### config.mk
export PLATFORM = sky130hd
export DESIGN_NAME = calc_sequencer
export DESIGN_NICKNAME = d
export VERILOG_FILES = /design/src/rtl/calc_sequencer.sv
export SDC_FILE = /design/constraint.sdc
export NUM_CORES = 1
export LEC_CHECK = 0
export CORE_ASPECT_RATIO = 1.4
export CORE_MARGIN = 2
export CORE_UTILIZATION = 40
export CTS_CLUSTER_DIAMETER = 50
export DETAILED_ROUTE_END_ITERATION = 7
export SETUP_SLACK_MARGIN = 0.15
export SLEW_MARGIN = 20
export SYNTH_ARGS = -nofsm -noshare
export SYNTH_HDL_FRONTEND = slang
export SYNTH_SLANG_ARGS = --single-unit
### constraint.sdc
create_clock -name clk -period 12.9 [get_ports clk]
set_input_delay 2.58 -clock clk [delete_from_list [all_inputs] [get_ports clk]]
set_output_delay 2.58 -clock clk [all_outputs]
set_load 0.02 [all_outputs]
### src/rtl/calc_sequencer.sv
// Operand-capture / compute / snapshot sequencer feeding the HPS register block.
// ADD/SUB finish in one execute cycle; MUL/DIV/MOD iterate one bit per cycle.
module calc_sequencer #(
    parameter int unsigned WIDTH = 16
) (
    input  logic             clk,
    input  logic             rst,
    input  logic             start,
    input  logic [WIDTH-1:0] a_in,
    input  logic [WIDTH-1:0] b_in,
    input  logic [WIDTH-1:0] op_code_in,
    output logic             busy,
    output logic [WIDTH-1:0] a,
    output logic [WIDTH-1:0] b,
    output logic [WIDTH-1:0] op_code,
    output logic [WIDTH-1:0] r,
    output logic [WIDTH-1:0] status,
    output logic             writeEnable
);

    localparam int unsigned CNT_W = $clog2(WIDTH);
    localparam int unsigned DW    = 2 * WIDTH;
    localparam logic [CNT_W-1:0] LAST = CNT_W'(WIDTH - 1);

    typedef enum logic [1:0] {
        IDLE  = 2'd0,
        EXEC  = 2'd1,
        WRITE = 2'd2
    } state_t;

    state_t state, next_state;

    logic [DW-1:0]    acc;
    logic [WIDTH-1:0] rem;
    logic [WIDTH-2:0] quo;
    logic [CNT_W-1:0] cnt;

    logic [2:0]       op_sel_c;
    logic             valid_op_c;
    logic             single_c;
    logic             capture_c;
    logic             step_c;
    logic             done_c;
    logic [WIDTH:0]   sum_c;
    logic [WIDTH:0]   diff_c;
    logic [DW-1:0]    acc_nxt_c;
    logic [WIDTH:0]   rem_sh_c;
    logic             ge_c;
    logic [WIDTH-1:0] rem_nxt_c;
    logic [WIDTH-1:0] quo_nxt_c;
    logic [WIDTH-1:0] res_c;
    logic             carry_c;
    logic             dz_c;
    logic             inv_c;
    logic [WIDTH-1:0] status_c;

    // Opcode decode and per-cycle arithmetic (shift-add multiply, restoring divide)
    always_comb begin
        op_sel_c   = op_code[2:0];
        valid_op_c = (op_code[WIDTH-1:3] == '0) && (op_sel_c <= 3'd4);
        single_c   = !valid_op_c || (op_sel_c < 3'd2) || ((op_sel_c != 3'd2) && (b == '0));
        sum_c      = {1'b0, a} + {1'b0, b};
        diff_c     = {1'b0, a} - {1'b0, b};
        acc_nxt_c  = acc + (b[cnt] ? ({{WIDTH{1'b0}}, a} << cnt) : '0);
        rem_sh_c   = {rem, a[LAST - cnt]};
        ge_c       = rem_sh_c >= {1'b0, b};
        rem_nxt_c  = ge_c ? WIDTH'(rem_sh_c - {1'b0, b}) : rem_sh_c[WIDTH-1:0];
        quo_nxt_c  = {quo, ge_c};
    end

    always_ff @(posedge clk) begin
        if (rst) begin
            state <= IDLE;
        end else begin
            state <= next_state;
        end
    end

    always_comb begin
        next_state = state;
        case (state)
            IDLE:    if (start) next_state = EXEC;
            EXEC:    if (done_c) next_state = WRITE;
            WRITE:   next_state = IDLE;
            default: next_state = IDLE;
        endcase
    end

    // Control strobes and the result/status that WRITE entry will load
    always_comb begin
        capture_c = (state == IDLE) && start;
        step_c    = (state == EXEC) && !single_c;
        done_c    = (state == EXEC) && (single_c || (cnt == LAST));
        res_c     = '0;
        carry_c   = 1'b0;
        dz_c      = 1'b0;
        inv_c     = 1'b0;
        if (!valid_op_c) begin
            inv_c = 1'b1;
        end else begin
            case (op_sel_c)
                3'd0: begin
                    res_c   = sum_c[WIDTH-1:0];
                    carry_c = sum_c[WIDTH];
                end
                3'd1: begin
                    res_c   = diff_c[WIDTH-1:0];
                    carry_c = diff_c[WIDTH];
                end
                3'd2: begin
                    res_c   = acc_nxt_c[WIDTH-1:0];
                    carry_c = |acc_nxt_c[DW-1:WIDTH];
                end
                3'd3: begin
                    if (b == '0) dz_c = 1'b1;
                    else         res_c = quo_nxt_c;
                end
                3'd4: begin
                    if (b == '0) dz_c = 1'b1;
                    else         res_c = rem_nxt_c;
                end
                default: inv_c = 1'b1;
            endcase
        end
        status_c = {{(WIDTH-5){1'b0}}, (res_c == '0), inv_c, dz_c, carry_c, 1'b1};
    end

    always_ff @(posedge clk) begin
        if (rst) begin
            busy        <= 1'b0;
            a           <= '0;
            b           <= '0;
            op_code     <= '0;
            r           <= '0;
            status      <= '0;
            writeEnable <= 1'b0;
            acc         <= '0;
            rem         <= '0;
            quo         <= '0;
            cnt         <= '0;
        end else begin
            busy        <= (next_state != IDLE);
            writeEnable <= done_c;
            if (capture_c) begin
                a       <= a_in;
                b       <= b_in;
                op_code <= op_code_in;
                acc     <= '0;
                rem     <= '0;
                quo     <= '0;
                cnt     <= '0;
            end
            if (step_c) begin
                acc <= acc_nxt_c;
                rem <= rem_nxt_c;
                quo <= quo_nxt_c[WIDTH-2:0];
                cnt <= cnt + 1'b1;
            end
            // r/status only ever change here, so iteration state is never visible
            if (done_c) begin
                r      <= res_c;
                status <= status_c;
            end
        end
    end

endmodule
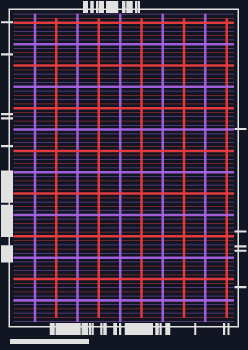
(run_1/floorplan.png)
Bar = 50 um. Pins as bars on the die edge.
| color | net |
|---|---|
| red | VDD |
| purple | VSS |
met5 straps: 14
met4 straps: 10
rows: 72
signal pins: 133

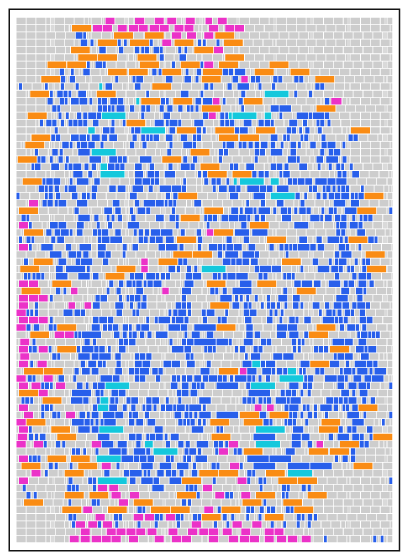
(run_1/class_map.png)
Fill, decap, tap and diode cells in gray.
| color | class | cells | share of their area |
|---|---|---|---|
| orange | registers | 140 | 22% |
| blue | remaining logic cells | 1270 | 63% |
| cyan | clock drivers and dummy loads | 32 | 4.6% |
| magenta | remaining buffers and delay cells | 136 | 11% |

==> deck_impl_summary.md, run 1 <==
Physical Implementation Snapshot

Yosys
  – Flop and latch count out of synthesis: 140
  – Compound Share, Synth: 25.39%
  – Mux frac, synth: 5.210%
  – Sequential element share of the synthesized area: 25.21%
  – Yosys cell types: 82
  – Yosys stat area: 0.01112 mm2
  – Xor-xnor portion of the synthesized cell area: 3.466%
  – Adder-Cell Fraction of Synth Area: 9.836%
  – Async SR Flop Fraction: 0%
  – Most used DFF post-synth: dfxtp_1
  – YS warnings: 0
  – Dominant non-sequential cell family after synthesis: AND-OR/OR-AND gates
  – Cells taking the most area after synthesis: dfxtp_1 25%, ha_1 9.1%, a21oi_1 9.0%
  – Post-synthesis average cell area: 7.344 um2

Job
  – Count of max-cap constraint violations: 0
  – Count of tool warnings: 43

Layout
  – Leading cell kind: multi-input combinational cells
  – Storage cell area: 0.002803 mm2
  – Largest reg by FF count: acc
  – Multi-input gate share of total cell area: 58.89%
  – Layout clock area frac: 4.441%
  – Post-layout utilization of the core: 47.37%
  – Fraction of layout cells with a size suffix above 1: 5.640%
  – Number of inserted diodes: 1
  – Combinational gate area: 0.007665 mm2
  – Most frequent cells in the layout: 218 x nand2_1, 199 x a21oi_1, 140 x dfxtp_1
  – Final #Nets: 1701
  – Flip-flop count of the largest register after layout: 32
  – Multi-input logic cell count: 1222
  – Most numerous logic cell after layout: nand2_1

Floorplan
  – Total I/O pin count: 133
  – Number of tapcells: 370
  – # rows: 72
  – Core Box Area: 0.02748 mm2
  – Effective utilization at floorplan: 40.46%

Critical path
  – Top delay family on crit path: simple AND/OR/NAND/NOR gates
  – Worst Path Arrival: 6440 ps
  – Worst Path Class, Setup: flop to flop
  – Crit path buf inv count: 1
  – Depth of the worst register-to-register path: 17
  – Crit-path cells: buf_4 > mux4_2 > o21bai_1 > a21o_1 > and2_1 > nor2_1 > ha_1 > a21oi_1 > o21a_1 > o21ai_0 > or4b_1 > a311o_2 > xnor2_1 > nand4_1 > or4_1 > nor4_2 > o21ai_1
  – Critical path capture point type: flop

STA
  – Period utilisation layout: 47.48%
  – Setup slack after layout: 6775 ps
  – Max Freq: 163.3 MHz
  – Slew Limit Headroom: 31.90%
  – Actual slew at the worst max-slew pin: 995.8 ps
  – Final-report setup violation count: 0
  – Max-slew violations: 0

Placement
  – IO buf count: 121
  – Post-Place Setup Slack: 6825 ps
  – Placed cell area: 0.01243 mm2

Clock tree
  – Hold Buf Count CTS: 0
  – CTS H-Tree Depth: 4
  – Root Buffer: clkbuf_16
  – Number of sinks on the clock net: 140
  – CTS tree: built
  – Register clock-pin slew on the reported worst setup and hold paths: 60 ps
  – Number of buffers added for setup after CTS: 0

Power
  – Overall power after layout: 0.001309 W
  – Clock share of power: 38.6%
  – Leakage: 4.847 nW
  – Power in combinational cells: 0.000335 W
  – Net switching fraction of the power: 34.37%
  – P_clk: 0.000505 W
  – Power density over the cells: 100.6 mW/mm2
  – Register share of total power: 35.9%
  – Internal power: 0.0008593 W
  – Comb power frac: 25.5%

Outcome
  – Status: completed

Routing
  – Violation count after the first detailed-routing iteration: 752
  – Met3 routed wirelength: 1972 um
  – Via count: 11590
  – Routed len/inst: 21.23 um
  – Post-detailed-route DRC marker count: 0
  – Highest routing layer actually used: met4
  – First-pass iteration count of the detailed router: 7

Global route
  – GRT overflow: 0
  – Total global-route track usage: 28.23%
  – Wire length of the first global-routing pass: 65000 um
  – Largest net degree at the start of global routing: 98
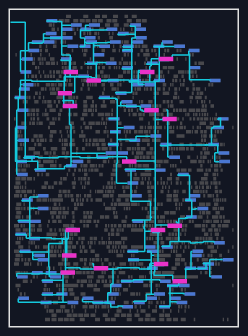
(run_1/clock_wires.png)
[cyan] clock wires | length: 2390 um
[magenta] clock-net drivers | count: 17
[blue] flip-flops | count: 140
routed clock nets: 18
flops lie: spread over the die

==> run 2, diff against run 1 <==
clock period = 6 ns   (was 12.9 ns; I/O delays follow)
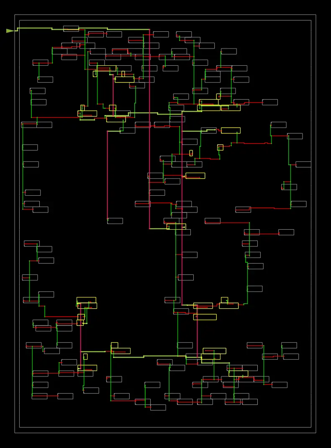
(run_2/clock_nets.png)
Worst-Skew Late Latency: 440 ps
largest clock skew in the final design: 15.07 ps
Inserted Clock Buffers: 17
final sequential cell count: 140
number of sinks on the clock net: 140

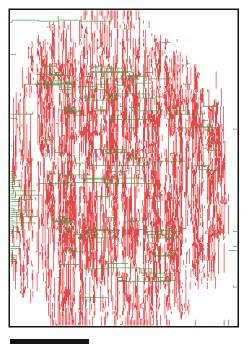
(run_2/layers.png)
Bar = 50 um. Only two layers are drawn.
| color | layer | wire length |
|---|---|---|
| green | M3 | 1800 um |
| red | M2 | 21.3 mm |
routed len/inst: 21.21 um
final wirelength: 41450 um

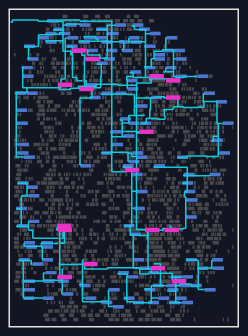
(run_2/clock_wires.png)
[blue] flip-flops | count: 140
[cyan] clock wires | length: 2270 um
[magenta] clock-net drivers | count: 17
routed clock nets: 18
flops lie: spread over the die

==> run 2 against run 1 <==
Net effect: utilization increased by 0.20 points; fmax increased by 13%; clock power increased by 120%; combinational power increased by 120%; first-iteration DRC count increased by 20%; critical path depth decreased by 2.
==> deck_impl_summary.md, run 2 <==
Physical Implementation Snapshot

Outcome
  – Status: completed

Layout
  – Multi-input gate share of total cell area: 58.64% (-0.24 points)
  – Number of inserted diodes: 0 (-1)
  – Most numerous logic cell after layout: nand2_1
  – Flip-flop count of the largest register after layout: 32 (unchanged)
  – Leading cell kind: multi-input combinational cells
  – Post-layout utilization of the core: 47.58% (+0.20 points)
  – Fraction of layout cells with a size suffix above 1: 6.124% (+0.48 points)
  – Layout clock area frac: 4.546% (+0.11 points)

Clock tree
  – Root Buffer: clkbuf_16
  – Hold Buf Count CTS: 0 (unchanged)
  – Number of buffers added for setup after CTS: 0 (unchanged)
  – CTS H-Tree Depth: 4 (unchanged)

Yosys
  – Mux frac, synth: 5.210% (unchanged)
  – Dominant non-sequential cell family after synthesis: AND-OR/OR-AND gates
  – YS warnings: 0 (unchanged)
  – Yosys cell types: 82 (unchanged)
  – Compound Share, Synth: 25.39% (unchanged)
  – Post-synthesis average cell area: 7.344 um2 (unchanged)
  – Async SR Flop Fraction: 0% (unchanged)
  – Most used DFF post-synth: dfxtp_1
  – Xor-xnor portion of the synthesized cell area: 3.466% (unchanged)
  – Cells taking the most area after synthesis: dfxtp_1 25%, ha_1 9.1%, a21oi_1 9.0%
  – Yosys stat area: 0.01112 mm2 (unchanged)
  – Adder-Cell Fraction of Synth Area: 9.836% (unchanged)
  – Flop and latch count out of synthesis: 140 (unchanged)

Job
  – Count of tool warnings: 43 (unchanged)

Global route
  – GRT overflow: 0 (unchanged)

STA
  – Final-report setup violation count: 0 (unchanged)
  – Setup slack after layout: 556.7 ps (-6219 ps)
  – Max-slew violations: 0 (unchanged)
  – Period utilisation layout: 90.72% (+43 points)
  – Max Freq: 183.7 MHz (+13%)

Power
  – Comb power frac: 25.7% (+0.2 points)
  – Net switching fraction of the power: 33.67% (-0.70 points)
  – Clock share of power: 39.1% (+0.5 points)
  – Register share of total power: 35.3% (-0.6 points)
  – Power in combinational cells: 0.000730 W (+120%)
  – Internal power: 0.001887 W (+120%)
  – Leakage: 4.900 nW (+1.1%)

Floorplan
  – # rows: 72 (unchanged)
  – Number of tapcells: 370 (unchanged)
  – Effective utilization at floorplan: 40.46% (unchanged)

Placement
  – Placed cell area: 0.01248 mm2 (+0.36%)
  – Post-Place Setup Slack: 693.4 ps (-6132 ps)
  – IO buf count: 121 (unchanged)

Critical path
  – Worst Path Class, Setup: flop to flop
  – Top delay family on crit path: AND-OR/OR-AND gates
  – Worst Path Arrival: 5810 ps (-630 ps)
  – Critical path capture point type: flop

Routing
  – Post-detailed-route DRC marker count: 0 (unchanged)
==> run 3, diff against run 2 <==
CORE_UTILIZATION = 25   (was 40)
SKIP_CTS_REPAIR_TIMING = 1   (was not set)
==> run 3 against run 2 <==
Net effect: setup slack worse by 1.3 ps; combinational power is 3.7% higher; die size grew 58%; first-iteration DRC count is 25% higher; register-to-register slack about the same; non-clock buffer count up 1; clock skew down 3.5 ps; final cell count up 9.7%; final area rose by 1.6%; sequential share of layout area decreased by 0.34 points; highest routed layer unchanged.
==> deck_impl_summary.md, run 3 <==
Physical Implementation Snapshot

Outcome
  – Status: completed

Critical path
  – Required time of the worst setup path: 6380 ps
  – Critical path capture point type: flop
  – Top delay family on crit path: AND-OR/OR-AND gates
  – Worst Path Class, Setup: flop to flop
  – Worst Path Arrival: 5830 ps (+20 ps)

Job
  – Count of tool warnings: 43 (unchanged)

Layout
  – Leading cell kind: multi-input combinational cells
  – Layout clock area frac: 4.144% (-0.40 points)
  – Post-layout utilization of the core: 30.23% (-17 points)
  – Final sequential cell count: 140 (unchanged)
  – Largest reg by FF count: acc
  – Proportion of final cell area spent on non-clock buffers: 10.44%
  – Fraction of layout cells with a size suffix above 1: 6.246% (+0.12 points)
  – Multi-input gate share of total cell area: 57.71% (-0.93 points)
  – Flip-flop count of the largest register after layout: 32 (unchanged)

Yosys
  – Mux frac, synth: 5.210% (unchanged)
  – Yosys cell types: 82 (unchanged)
  – Most used DFF post-synth: dfxtp_1
  – Dominant non-sequential cell family after synthesis: AND-OR/OR-AND gates
  – Post-synthesis average cell area: 7.344 um2 (unchanged)
  – Xor-xnor portion of the synthesized cell area: 3.466% (unchanged)
  – Async SR Flop Fraction: 0% (unchanged)
  – Cells taking the most area after synthesis: dfxtp_1 25%, ha_1 9.1%, a21oi_1 9.0%
  – YS warnings: 0 (unchanged)
  – Adder-Cell Fraction of Synth Area: 9.836% (unchanged)
  – Compound Share, Synth: 25.39% (unchanged)
  – Flop and latch count out of synthesis: 140 (unchanged)

Hold path
  – Endpoint with the worst hold slack: r[14]$_SDFFE_PP0P_

STA
  – Max-slew violations: 0 (unchanged)
  – Setup slack after layout: 555.4 ps (-1.310 ps)
  – Final-report setup violation count: 0 (unchanged)
  – Period utilisation layout: 90.74% (about the same)
  – Max Freq: 183.7 MHz (about the same)

Power
  – Comb power frac: 27.1% (+1.4 points)
  – Register share of total power: 35.9% (+0.6 points)
  – Power in combinational cells: 0.000757 W (+3.7%)
  – Net switching fraction of the power: 36.34% (+2.7 points)
  – Internal power: 0.001782 W (-5.6%)
  – Leakage: 4.878 nW (-0.45%)

Routing
  – Routed len/inst: 21.10 um (-0.51%)
  – First-pass iteration count of the detailed router: 8

Clock tree
  – Root Buffer: clkbuf_16
  – CTS H-Tree Depth: 4 (unchanged)
  – Number of sinks on the clock net: 140 (unchanged)
  – Inserted Clock Buffers: 17 (unchanged)

Global route
  – GRT overflow: 0 (unchanged)

Floorplan
  – Effective utilization at floorplan: 25.30% (-15 points)
  – # rows: 91 (+26%)
  – Number of tapcells: 558 (+51%)

Placement
  – Post-Place Setup Slack: 670.6 ps (-22.75 ps)
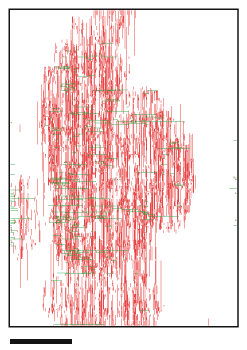
(run_3/layers.png)
Bar = 50 um. Only two layers are drawn.
| color | layer | wire length |
|---|---|---|
| red | M2 | 23.1 mm |
| green | M3 | 1830 um |

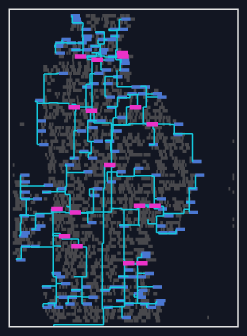
(run_3/clock_wires.png)
[magenta] clock-net drivers | count: 17
[cyan] clock wires | length: 2450 um
[blue] flip-flops | count: 140
routed clock nets: 18
clock share of power: 37.0%
largest clock skew in the final design: 11.61 ps
Worst-Skew Late Latency: 450 ps
P_clk: 0.00104 W

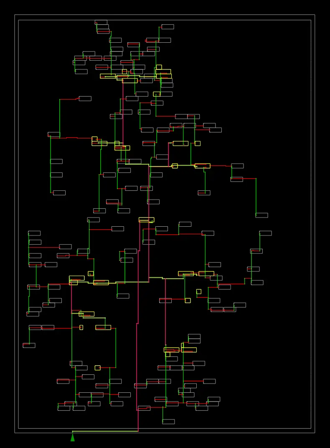
(run_3/clock_nets.png)
clock buffers: 19

Power and IR drop assume default switching activity.
